Supply network:
The bar under the picture is 20 um long. Pins as bars on the die edge.
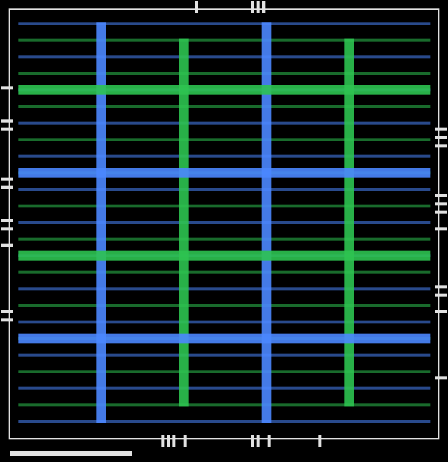
Cell classes on the final placement:
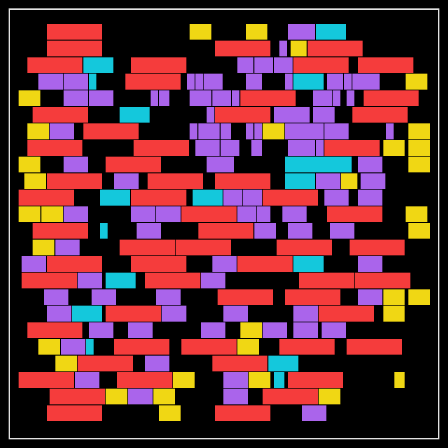
--- src/rtl/sb_config_loader.sv ---
// Serial configuration loader for a row of switch box elements.
// Shifts a TOT-bit frame LSB-first, checks even parity, then commits it atomically to cfg_out.
module sb_config_loader #(
    parameter int unsigned N_ELEM = 2,
    parameter int unsigned CFG_W  = 12,
    parameter int unsigned TOT    = N_ELEM * CFG_W
) (
    input  logic           clk,
    input  logic           rst_n,
    input  logic           cfg_start,
    input  logic           cfg_bit,
    input  logic           cfg_valid,
    output logic           cfg_ready,
    output logic [TOT-1:0] cfg_out,
    output logic           cfg_done,
    output logic           cfg_err,
    output logic           busy
);

    localparam int unsigned CntW = (TOT > 1) ? $clog2(TOT) : 1;
    localparam logic [CntW-1:0] CntLast = CntW'(TOT - 1);

    typedef enum logic [1:0] {StIdle, StShift, StParity, StError} state_e;

    state_e          state_q, state_d;
    logic [CntW-1:0] cnt_q, cnt_d;
    logic            par_q, par_d;
    logic [TOT-1:0]  shadow_q, shadow_d;
    logic [TOT-1:0]  out_q, out_d;
    logic            done_q, done_d;
    logic            err_q, err_d;
    logic            accept;

    always_comb begin
        state_d   = state_q;
        cnt_d     = cnt_q;
        par_d     = par_q;
        shadow_d  = shadow_q;
        out_d     = out_q;
        done_d    = 1'b0;
        err_d     = err_q;
        busy      = (state_q == StShift) || (state_q == StParity);
        cfg_ready = busy && !cfg_start;
        accept    = cfg_valid && cfg_ready;

        if (cfg_start) begin
            // Restart drops any concurrent beat; shadow is fully overwritten by the new frame.
            state_d = StShift;
            cnt_d   = '0;
            par_d   = 1'b0;
            err_d   = 1'b0;
        end else begin
            unique case (state_q)
                StShift: begin
                    if (accept) begin
                        shadow_d = {cfg_bit, shadow_q[TOT-1:1]};
                        par_d    = par_q ^ cfg_bit;
                        if (cnt_q == CntLast) begin
                            state_d = StParity;
                        end else begin
                            cnt_d = cnt_q + CntW'(1);
                        end
                    end
                end
                StParity: begin
                    if (accept) begin
                        if (cfg_bit == par_q) begin
                            out_d   = shadow_q;
                            done_d  = 1'b1;
                            state_d = StIdle;
                        end else begin
                            err_d   = 1'b1;
                            state_d = StError;
                        end
                    end
                end
                StIdle, StError: begin
                end
                default: state_d = StIdle;
            endcase
        end
    end

    always_ff @(posedge clk or negedge rst_n) begin
        if (!rst_n) begin
            state_q  <= StIdle;
            cnt_q    <= '0;
            par_q    <= 1'b0;
            shadow_q <= '0;
            out_q    <= '0;
            done_q   <= 1'b0;
            err_q    <= 1'b0;
        end else begin
            state_q  <= state_d;
            cnt_q    <= cnt_d;
            par_q    <= par_d;
            shadow_q <= shadow_d;
            out_q    <= out_d;
            done_q   <= done_d;
            err_q    <= err_d;
        end
    end

    assign cfg_out  = out_q;
    assign cfg_done = done_q;
    assign cfg_err  = err_q;

endmodule

--- config.mk ---
export PLATFORM = sky130hd
export DESIGN_NAME = sb_config_loader
export DESIGN_NICKNAME = d
export VERILOG_FILES = /design/src/rtl/sb_config_loader.sv
export SDC_FILE = /design/constraint.sdc
export NUM_CORES = 1
export LEC_CHECK = 0
export CORE_UTILIZATION = 50
export CTS_CLUSTER_DIAMETER = 60
export DETAILED_ROUTE_END_ITERATION = 10
export PLACE_DENSITY = 0.74
export SLEW_MARGIN = 0
export SYNTH_ARGS = -nofsm -noshare
export SYNTH_HDL_FRONTEND = slang
export SYNTH_SLANG_ARGS = --single-unit
--- constraint.sdc ---
create_clock -name clk -period 4.57 [get_ports clk]
set_input_delay 0.914 -clock clk [delete_from_list [all_inputs] [get_ports clk]]
set_output_delay 0.914 -clock clk [all_outputs]
set_load 0.1 [all_outputs]
==> out/qor.csv <==
metric,value,unit
setup_tns,0,ns
hp-class,in2async,
ys_seq_frac,0.623,
buffers,33,
ys_warn_count,0,
cp_max_fo,5,
gp_congestion,0.692,
largest_class,registers,
syn_inst,152,
logic_area,817,um^2
initial_core_util,0.527,
fin_crit_sh,0.714,
post_cts_buffers,0,
area_leaders,"dfrtp_1, mux2_1, mux2_2, ha_1, mux2i_1",
syn_area_per_cell,15.3,um^2
drc,0,
worstSetupStartpointType,flip-flop,
period_needed,3.26,ns
die_area,4930,um^2
finalSetupViolCount,0,
clk_latency,0.33,ns
top_cells_by_count,"dfrtp_1, mux2_1, mux2_2",
drive_gt1_frac,0.148,
comb-cell-share,0.284,
synthArstFlopShare,1.00,
seq_area,1450,um^2
clock_area_frac,0.0687,
n_antenna_cell,0,
finalHoldViolations,0,
clk_path_buf_depth,2,
setup_slack,1.31,ns
cts_root_buf,clkbuf_8,
seq_share,0.504,
synth.top_cell.area_share,0.623,
dpl_cell_area,2680,um^2
io_pins,33,
comb_cells,82,
tap_cells,52,
final-max-slew-violation-count,0,
synth-edff-count,0,
ys.flop_type,dfrtp_1,
n_all_inverters,7,
synthDistinctLibCells,31,
fin_area,2880,um^2
most_common_cell,dfrtp_1,
htree_num_levels,3,
syn_area,2330,um^2
relSlewSlack,0.346,
max_freq,306,MHz
status,"finished, final reports clean",
routed_wl,3980,um
hpwl,2690,um
fillers,313,
gr-total-overflow,0,
critical_path_class,reg2out,
cts_tree,built,
rsz0062_at_grt,false,
place_ws,1.66,ns
nClkBuffers,14,
cts_hold_buf,0,
fin_util,0.652,
rows,24,
ys_area,2330,um^2
cts_sinks,58,
synthesis.nets,160,
final_nets,199,
clkTransAtPathRegs,0.06,ns
wire_per_inst,16.1,um
seq_cell_count,58,
firstDrtPassIters,4,
-- 'supply network' (at the start) --
- VDD: green
- VSS: blue
- rows: 24
- met5 straps: 4
- signal pins: 33
- met4 straps: 4
Die H: 70.2 um
CORE AREA: 4410 um^2
worst vdd ir: 274 uV
die width: 70.2 um

-- 'cell classes on the final placement' (at the start) --
- all other logic: purple (cells 89)
- other buffers and delay cells: yellow (cells 33)
- flip-flops: red (cells 58)
- clock drivers and dummy loads: cyan (cells 16)

-- routing by layer --
metal	global-route usage	wire length [um]
met5	0	0
met4	0.127	128
met3	0.0476	171
met2	0.301	1990
met1	0.226	1690
-- metrics by stage --
| step | hold slack (ns) | instances |
|---|---|---|
| after floorplan | 0.460 | 152 |
| after global placement | 0.466 | 232 |
| after detailed placement | 0.473 | 232 |
| after CTS | 0.452 | 248 |
| after global routing | 0.464 | 248 |
| final | 0.453 | 248 |
-- cell families after synthesis --
logic type               after synthesis  synth area share
AND-OR/OR-AND                          9            0.0301
XOR/XNOR                               2           0.00752
adder cells (fa/ha/maj)                3            0.0161
buffers and inverters                 12            0.0258
flip-flops                            58             0.623
multiplexers                          51             0.245
AND/OR/NAND/NOR                       17            0.0521
-- report_power, final --
part	internal, uW	total [uW]	switching, uW
clock network	281	466	185
registers	583	632	48.6
logic	49.9	93.2	43.3
total	915	1190	277
-- placed cells by master (no fill, tap or decap), drive strengths merged, types with 2 or more instances in the layout --
master	synthesis	final
nand2	6	6
mux2i	3	3
clkbuf	0	14
nand3	2	2
ha	3	3
dfrtp	58	58
nor2	2	2
clkdlybuf4s50	0	30
buf	5	3
inv	7	7
mux2	48	48
xnor2	2	2
nor3b	2	2
-- path summary, 6_finish.rpt --
kind                              end        from  cells past startpoint  slack [ns]
max                              busy  state_q[0]                      4        1.31
min                        cfg_out[5]       rst_n                      1        0.45
max reg2reg                  cnt_q[1]  state_q[0]                      5        2.45
min reg2reg                cfg_out[5]  cfg_out[5]                      1        0.48
max in group asynchronous  cfg_out[8]       rst_n                      2        3.27
min in group clk           cfg_out[5]  cfg_out[5]                      1        0.48
-- worst max-delay path, stage by stage (launching register included) --
cell and delay [ns]:
dfrtp_1 0.39, inv_1 0.06, ha_1 0.37, inv_1 0.08, clkdlybuf4s50_1 1.12
